## config.mk

```make
export PLATFORM = sky130hd
export DESIGN_NAME = execution_stage_muldiv
export DESIGN_NICKNAME = d
export VERILOG_FILES = /design/src/rtl/execution_stage_muldiv.sv
export SDC_FILE = /design/constraint.sdc
export NUM_CORES = 2
export LEC_CHECK = 0
export CAP_MARGIN = 20
export CORE_MARGIN = 3
export CORE_UTILIZATION = 61
export DETAILED_ROUTE_END_ITERATION = 6
export PLACE_DENSITY = 0.83
export SETUP_SLACK_MARGIN = 0.02
export SYNTH_ARGS = -nofsm -noshare
export SYNTH_HDL_FRONTEND = slang
export SYNTH_SLANG_ARGS = --single-unit
```

## constraint.sdc

```tcl
create_clock -name CLK -period 9.1 [get_ports CLK]
set_input_delay 1.82 -clock CLK [delete_from_list [all_inputs] [get_ports CLK]]
set_output_delay 1.82 -clock CLK [all_outputs]
set_load 0.05 [all_outputs]
```

## src/rtl/execution_stage_muldiv.sv

```systemverilog
// Execution stage: single-cycle ALU/branch unit plus an iterative RV32M/RV64M
// multiply/divide unit. All results are registered into the EX/MEM boundary.
// MULDIV_BUSY tells the hazard unit to hold the ID/EX inputs.
module execution_stage_muldiv #(
   parameter int XLEN          = 32,
   parameter bit MULDIV_ENABLE = 1'b1
) (
   input  logic            CLK,
   input  logic            RST,
   input  logic            STALL_EXECUTION_STAGE,
   input  logic            CLEAR_EXECUTION_STAGE,
   input  logic [XLEN-1:0] PC_IN,
   input  logic [4:0]      RD_ADDRESS_IN,
   input  logic [XLEN-1:0] RS1_DATA,
   input  logic [XLEN-1:0] RS2_DATA,
   input  logic [XLEN-1:0] IMM_DATA,
   input  logic [4:0]      ALU_INSTRUCTION,
   input  logic            ALU_INPUT_1_SELECT,
   input  logic            ALU_INPUT_2_SELECT,
   input  logic [2:0]      DATA_CACHE_LOAD_IN,
   input  logic [1:0]      DATA_CACHE_STORE_IN,
   input  logic            WRITE_BACK_MUX_SELECT_IN,
   input  logic            RD_WRITE_ENABLE_IN,
   output logic [4:0]      RD_ADDRESS_OUT,
   output logic [XLEN-1:0] ALU_OUT,
   output logic            BRANCH_TAKEN,
   output logic [2:0]      DATA_CACHE_LOAD_OUT,
   output logic [1:0]      DATA_CACHE_STORE_OUT,
   output logic            WRITE_BACK_MUX_SELECT_OUT,
   output logic            RD_WRITE_ENABLE_OUT,
   output logic [XLEN-1:0] DATA_CACHE_STORE_DATA,
   output logic            MULDIV_BUSY
);
   localparam int SHW = $clog2(XLEN);

   typedef enum logic [1:0] {IDLE, CALC, FIN} state_t;

   // Everything the stage hands to EX/MEM; a bubble is this struct all zero.
   typedef struct packed {
      logic [4:0]      rd_address;
      logic [XLEN-1:0] alu;
      logic            branch_taken;
      logic [2:0]      load;
      logic [1:0]      store;
      logic            wb_select;
      logic            rd_write_enable;
      logic [XLEN-1:0] store_data;
   } stage_t;

   state_t            state, next_state;
   logic [SHW-1:0]    count;
   stage_t            stage_q, stage_d, held_ctrl;
   logic [2:0]        m_op;
   logic              a_neg, b_neg, div_zero;
   logic [2*XLEN-1:0] acc;      // mul: {partial product, multiplier}; div: {remainder, quotient}
   logic [XLEN-1:0]   opb;      // mul: multiplicand magnitude; div: divisor magnitude

   logic [XLEN-1:0]   op1, op2, alu_result, mag_a, mag_b, muldiv_result;
   logic [SHW-1:0]    shamt;
   logic              branch_result, is_m_op, a_signed, b_signed, a_neg_in, b_neg_in;
   logic [2:0]        m_op_in;
   logic [XLEN:0]     mul_sum, div_shift, div_diff;
   logic [2*XLEN-1:0] acc_step, prod_fixed;
   logic [XLEN-1:0]   quo_fixed, rem_fixed;

   assign op1     = ALU_INPUT_1_SELECT ? PC_IN : RS1_DATA;
   assign op2     = ALU_INPUT_2_SELECT ? IMM_DATA : RS2_DATA;
   assign shamt   = op2[SHW-1:0];
   assign is_m_op = MULDIV_ENABLE && (ALU_INSTRUCTION[4:3] == 2'b10);

   // Operand signedness by funct3: MUL/MULH/MULHSU/DIV/REM treat rs1 as signed,
   // MUL/MULH/DIV/REM treat rs2 as signed. The engine works on magnitudes.
   assign m_op_in  = ALU_INSTRUCTION[2:0];
   assign a_signed = m_op_in[2] ? ~m_op_in[0] : (m_op_in != 3'd3);
   assign b_signed = m_op_in[2] ? ~m_op_in[0] : ~m_op_in[1];
   assign a_neg_in = a_signed & op1[XLEN-1];
   assign b_neg_in = b_signed & op2[XLEN-1];
   assign mag_a    = a_neg_in ? -op1 : op1;
   assign mag_b    = b_neg_in ? -op2 : op2;

   // Single-cycle ALU; branch ops produce the target address op1+op2.
   always_comb begin
      // NOTE: every always_comb output gets a default first so no path infers a latch.
      alu_result = '0;
      case (ALU_INSTRUCTION)
         5'd0:  alu_result = op1 + op2;
         5'd1:  alu_result = op1 - op2;
         5'd2:  alu_result = op1 << shamt;
         5'd3:  alu_result = {{(XLEN-1){1'b0}}, ($signed(op1) < $signed(op2))};
         5'd4:  alu_result = {{(XLEN-1){1'b0}}, (op1 < op2)};
         5'd5:  alu_result = op1 ^ op2;
         5'd6:  alu_result = op1 >> shamt;
         5'd7:  alu_result = $signed(op1) >>> shamt;
         5'd8:  alu_result = op1 | op2;
         5'd9:  alu_result = op1 & op2;
         5'd10, 5'd11, 5'd12, 5'd13, 5'd14, 5'd15: alu_result = op1 + op2;
         default: alu_result = '0;
      endcase
   end

   // Branch condition always compares the raw register operands.
   always_comb begin
      branch_result = 1'b0;
      case (ALU_INSTRUCTION)
         5'd10: branch_result = (RS1_DATA == RS2_DATA);
         5'd11: branch_result = (RS1_DATA != RS2_DATA);
         5'd12: branch_result = ($signed(RS1_DATA) <  $signed(RS2_DATA));
         5'd13: branch_result = ($signed(RS1_DATA) >= $signed(RS2_DATA));
         5'd14: branch_result = (RS1_DATA <  RS2_DATA);
         5'd15: branch_result = (RS1_DATA >= RS2_DATA);
         default: branch_result = 1'b0;
      endcase
   end

   // One shift-add (multiply) or restoring-subtract (divide) iteration.
   always_comb begin
      mul_sum   = {1'b0, acc[2*XLEN-1:XLEN]} + (acc[0] ? {1'b0, opb} : '0);
      div_shift = acc[2*XLEN-1:XLEN-1];
      div_diff  = div_shift - {1'b0, opb};
      if (m_op[2])
         acc_step = {(div_diff[XLEN] ? div_shift[XLEN-1:0] : div_diff[XLEN-1:0]),
                     acc[XLEN-2:0], ~div_diff[XLEN]};
      else
         acc_step = {mul_sum, acc[XLEN-1:1]};
   end

   // Sign fix-up and result select applied on the FIN edge.
   always_comb begin
      prod_fixed = (a_neg ^ b_neg) ? -acc : acc;
      quo_fixed  = div_zero ? '1 : ((a_neg ^ b_neg) ? -acc[XLEN-1:0] : acc[XLEN-1:0]);
      rem_fixed  = a_neg ? -acc[2*XLEN-1:XLEN] : acc[2*XLEN-1:XLEN];
      case (m_op)
         3'd0:             muldiv_result = prod_fixed[XLEN-1:0];
         3'd1, 3'd2, 3'd3: muldiv_result = prod_fixed[2*XLEN-1:XLEN];
         3'd4, 3'd5:       muldiv_result = quo_fixed;
         default:          muldiv_result = rem_fixed;
      endcase
   end

   // FSM next state and the value the stage register loads on a normal edge.
   always_comb begin
      next_state = state;
      stage_d    = '0;
      case (state)
         IDLE: begin
            if (is_m_op) begin
               next_state = CALC;
            end else begin
               stage_d.rd_address      = RD_ADDRESS_IN;
               stage_d.alu             = alu_result;
               stage_d.branch_taken    = branch_result;
               stage_d.load            = DATA_CACHE_LOAD_IN;
               stage_d.store           = DATA_CACHE_STORE_IN;
               stage_d.wb_select       = WRITE_BACK_MUX_SELECT_IN;
               stage_d.rd_write_enable = RD_WRITE_ENABLE_IN;
               stage_d.store_data      = RS2_DATA;
            end
         end
         CALC: if (count == SHW'(XLEN-1)) next_state = FIN;
         FIN: begin
            next_state  = IDLE;
            stage_d     = held_ctrl;
            stage_d.alu = muldiv_result;
         end
         default: next_state = IDLE;
      endcase
   end

   // FSM state register: clear beats stall.
   always_ff @(posedge CLK or posedge RST) begin
      // NOTE: sequential state uses non-blocking assignments so all registers update together.
      if (RST)                        state <= IDLE;
      else if (CLEAR_EXECUTION_STAGE) state <= IDLE;
      else if (!STALL_EXECUTION_STAGE) state <= next_state;
   end

   // EX/MEM output register: clear loads a bubble, stall holds.
   always_ff @(posedge CLK or posedge RST) begin
      if (RST)                         stage_q <= '0;
      else if (CLEAR_EXECUTION_STAGE)  stage_q <= '0;
      else if (!STALL_EXECUTION_STAGE) stage_q <= stage_d;
   end

   // Multiply/divide operand capture, iteration and counter.
   always_ff @(posedge CLK or posedge RST) begin
      // NOTE: datapath registers are reset too, so an aborted op leaves no stale operands behind.
      if (RST) begin
         count     <= '0;
         acc       <= '0;
         opb       <= '0;
         m_op      <= '0;
         a_neg     <= 1'b0;
         b_neg     <= 1'b0;
         div_zero  <= 1'b0;
         held_ctrl <= '0;
      end else if (CLEAR_EXECUTION_STAGE) begin
         count <= '0;
      end else if (!STALL_EXECUTION_STAGE) begin
         case (state)
            IDLE: if (is_m_op) begin
               count     <= '0;
               m_op      <= m_op_in;
               a_neg     <= a_neg_in;
               b_neg     <= b_neg_in;
               div_zero  <= (op2 == '0);
               acc       <= {{XLEN{1'b0}}, (m_op_in[2] ? mag_a : mag_b)};
               opb       <= m_op_in[2] ? mag_b : mag_a;
               held_ctrl <= '{rd_address: RD_ADDRESS_IN, alu: '0, branch_taken: 1'b0,
                              load: DATA_CACHE_LOAD_IN, store: DATA_CACHE_STORE_IN,
                              wb_select: WRITE_BACK_MUX_SELECT_IN,
                              rd_write_enable: RD_WRITE_ENABLE_IN, store_data: RS2_DATA};
            end
            CALC: begin
               acc   <= acc_step;
               count <= count + 1'b1;
            end
            default: ;
         endcase
      end
   end

   assign RD_ADDRESS_OUT            = stage_q.rd_address;
   assign ALU_OUT                   = stage_q.alu;
   assign BRANCH_TAKEN              = stage_q.branch_taken;
   assign DATA_CACHE_LOAD_OUT       = stage_q.load;
   assign DATA_CACHE_STORE_OUT      = stage_q.store;
   assign WRITE_BACK_MUX_SELECT_OUT = stage_q.wb_select;
   assign RD_WRITE_ENABLE_OUT       = stage_q.rd_write_enable;
   assign DATA_CACHE_STORE_DATA     = stage_q.store_data;
   assign MULDIV_BUSY               = (state != IDLE);
endmodule

```

Fig. 1: wiring heat map
Scale: 1.5 px per um. 22 x 22 tiles, from white (low) to dark blue (high), scaled to the fullest tile. Values are wire area over tile area, all layers added.
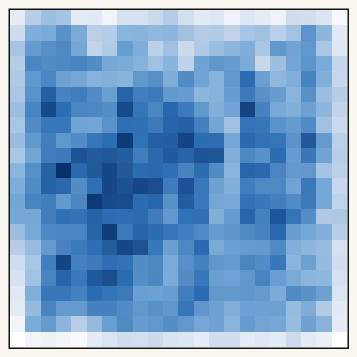
- fullest tile: 0.88
- nearly empty tiles: 0.40%
- mean over tiles: 0.47
- tiles over half the peak: 64%
global router's overall resource usage: 0.497
WL per Instance: 28.9 um
WL final: 131000 um
Vias: 32900

Fig. 2: a small window of the routed layout
Region (97, 52) to (127, 82) um. Cells in grey, sequential cells in the stronger grey; small squares are vias.
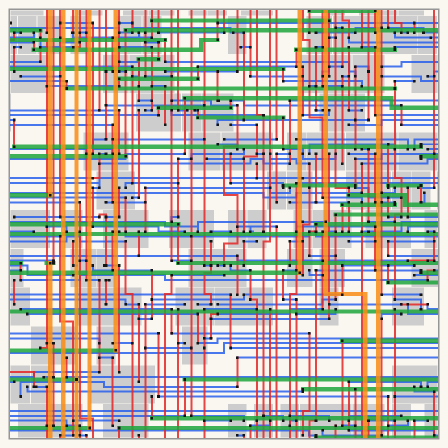
- red: metal 2
- green: metal 3
- blue: metal 1
- orange: metal 4
- sequential cells in the window: 0
- most frequent: nor2_1 (9), nand2_1 (8)
- cells with their middle in the window: 72

Fig. 3: met4 routing
Scale: 2 px per um. Supply wires on this layer in grey.
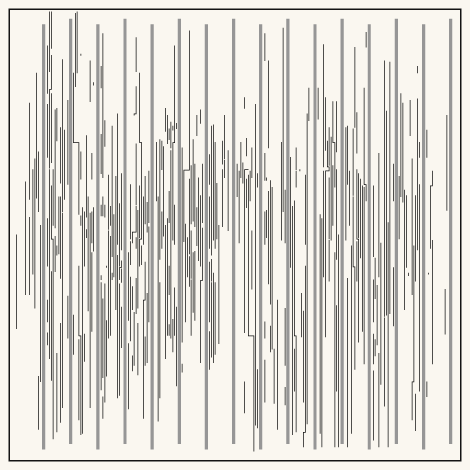
- main direction: vertical
- longest straight run: 161 um

Fig. 4: logic cells by family
Scale: 2 px per um.
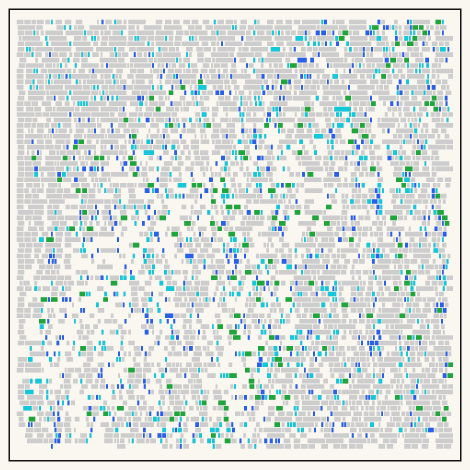
- green: non-inverting ao/oa cells (cells 170; where widely spread)
- cyan: nor cells (cells 571; where widely spread)
- blue: nand cells (cells 466; where widely spread)
Non-Filler Instances: 4529
combinational share of cell area: 0.664

==> qor.csv <==
stage;metric;value;unit
synthesis;synth-seq-cells;230;
place;place_area;31700;um2
synthesis;synth_top_flop_cell;dfrtp_1;
final_timing;worst_slew_pin_slew;1.20;ns
route;routed.top_layer;met5;
floorplan;die_area;50600;um2
clocking;ctsResizeCount;0;
grt;antenna_found_initial;5;
final_timing;hold_viol_final;0;
setup_path;arrival;7.00;ns
clocking;cts_tree;yes;
synthesis;yosys_cells;3873;
min_path;hold_path_class;register to register;
min_path;min_from;opb[16];
final_timing;rsz0062_at_grt;no;
route;drt_iter0_markers;4842;
clocking;htree_levels;1;
final_timing;fin_ws;2.61;ns
flow_run;maxCapViolations;0;
place;gp_congestion;1.12;
route;vias_per_cell;7.27;
power_and_ir_drop;ir_drop;0.164;mV
clocking;clock_sinks;230;
synthesis;synth_area;29200;um2
clocking;clkLatencyLatePin;0.62;ns
grt;use_met3;0.139;
min_path;hold_depth;2;
synthesis;simple_gate_area_frac;0.186;
synthesis;synth_nets;4227;
setup_path;crit_type;input port to register;
route;wl_met1;46300;um
setup_path;r2r-end;acc[62];
finish;final_area;32600;um2
final_timing;setup_tns;0;ns
synthesis;syn_area_per_cell;7.55;um2
synthesis;yosysChipArea;29200;um2
grt;grtUsageMet1;0.621;
min_path;hold-path-endpoint;opb[16];
flow_run;tool_warnings;94;
setup_path;crit_start;ALU_INPUT_2_SELECT;
finish;logic_area;21600;um2
synthesis;synth_top_area_share;0.197;
power_and_ir_drop;powerComb;3170;uW
grt;grt_max_degree;154;
setup_path;ff2ff_path_depth;13;
final_timing;setup_viol;0;
floorplan;io_pins;229;
place;dp_cells;4479;
clocking;numCtsBuffers;28;
clocking;post-cts-setup-buffer-count;0;
setup_path;path_buffers;5;
grt;grt_pass1_vias;30500;
power_and_ir_drop;powerClk;1120;uW
clocking;hold_buffers;0;
clocking;path_clk_slew;0.08;ns
finish;register_area;5760;um2
power_and_ir_drop;total_power;5730;uW
floorplan;fp_util;0.623;
power_and_ir_drop;leakagePower;0.0141;uW
setup_path;startpoint_type;input port;
setup_path;crit_path_end_kind;register;
route;wl_met3;17800;um
power_and_ir_drop;p_per_area;176;nW/um2
synthesis;top_logic_kind;AND-OR/OR-AND gates;
route;ant_nets;0;
finish;layout_top_cells;nor2_1, nand2_1, a21oi_1;
synthesis;ys_sh_adder;0.0879;
power_and_ir_drop;seqPwrFrac;0.250;
route;wl_met2;54800;um
power_and_ir_drop;pwr-share-clk;0.196;
synthesis;ys_sh_mux;0.114;
setup_path;cp_slowest_stage_delay;0.72;ns
power_and_ir_drop;comb_power_share;0.554;
final_timing;hold_ws;0.481;ns
place;hpwl;98900;um
setup_path;crit_slowest_cell;buf_2;
synthesis;top_cell;nor2_1;
synthesis;syn_inst;3873;
final_timing;slew_headroom;0.174;
power_and_ir_drop;pg_seq;1430;uW
floorplan;die_w;225;um
finish;drive_above_1_share;0.0707;
setup_path;reg2reg_slack;3.62;ns
grt;overflow;0;
setup_path;reg2reg_from;acc[31];
synthesis;xor_share;0.0596;
synthesis;synthTopCellsByArea;dfrtp_1, ha_1, mux2i_1;
finish;area_delta_synth_final;11.5;%
floorplan;num_rows;79;
floorplan;coreArea;47000;um2
route;first_pass_iters;7;
clocking;clk_path_buf_depth;3;
setup_path;cp_max_fo;44;
finish;fill_cells;3908;
run_status;outcome;complete, but fails checks;
final_timing;max_freq;0.154;GHz
finish;final_net_count;4257;
grt;grt_busiest_layer;met2;
setup_path;crit_end;ALU_OUT[26];
final_timing;maxSlewViolCount;0;
synthesis;yosys_warnings;0;
final_timing;period_used_share;0.713;
power_and_ir_drop;power.switching;2760;uW
finish;final_core_util;0.695;
finish;lay_top_count;nor2_1;
synthesis;synth.largest_area_cell;dfrtp_1;
setup_path;cp_num_cells;17;
run_status;violations;DRC;
synthesis;compound_area_frac;0.289;
synthesis;synth-edff-count;0;
clocking;cts-root-buf;clkbuf_16;
power_and_ir_drop;largestPowerGroup;combinational cells;
setup_path;critical-path-top-delay-family;AND-OR/OR-AND gates;
synthesis;synth.distinct_cells;96;
synthesis;ys_seq_frac;0.197;
route;drc;11;
power_and_ir_drop;p_int;2960;uW
synthesis;async_reset_ff_frac;1.00;
final_timing;finClkSkew;0.0587;ns
setup_path;crit_required;9.61;ns
grt;grt_pass1_wl;192000;um
setup_path;worstPathCellList;buf_2, mux2i_4, buf_4, inv_2, buf_4, ha_1, inv_1, fa_1, nor2b_1, o31a_1, o221ai_1, a211oi_1, o311ai_1, a211oi_1, or3_1, a21oi_1, a211o_1;
final_timing;min_period;6.49;ns
floorplan;die_h;225;um
place;port_buffers;228;
place;pre_cts_ws;2.14;ns
power_and_ir_drop;switching_share;0.483;
grt;grtUsageMet2;0.750;
synthesis;top_cells_by_count;nor2_1, nand2_1, a21oi_1;
-- state kept, by name (all words and copies together), names as in the netlist --
register	flops
acc	64
held_ctrl	44
ALU_OUT	32
DATA_CACHE_STORE_DATA	32
opb	32
RD_ADDRESS_OUT	5
count	5
DATA_CACHE_LOAD_OUT	3
m_op	3
DATA_CACHE_STORE_OUT	2
state	2
BRANCH_TAKEN	1
RD_WRITE_ENABLE_OUT	1
WRITE_BACK_MUX_SELECT_OUT	1
a_neg	1
b_neg	1
div_zero	1
-- cell type report --
cell class	count	area share
Clock buffer	37	0.0238
Tap cell	607	0.0233
Clock inverter	10	0.00338
Antenna cell	2	0.000153
Inverter	193	0.0224
Sequential cell	230	0.177
Multi-Input combinational cell	3150	0.664
Timing Repair Buffer	300	0.0866
No activity file was given, so power comes from the tool's default toggle rates.
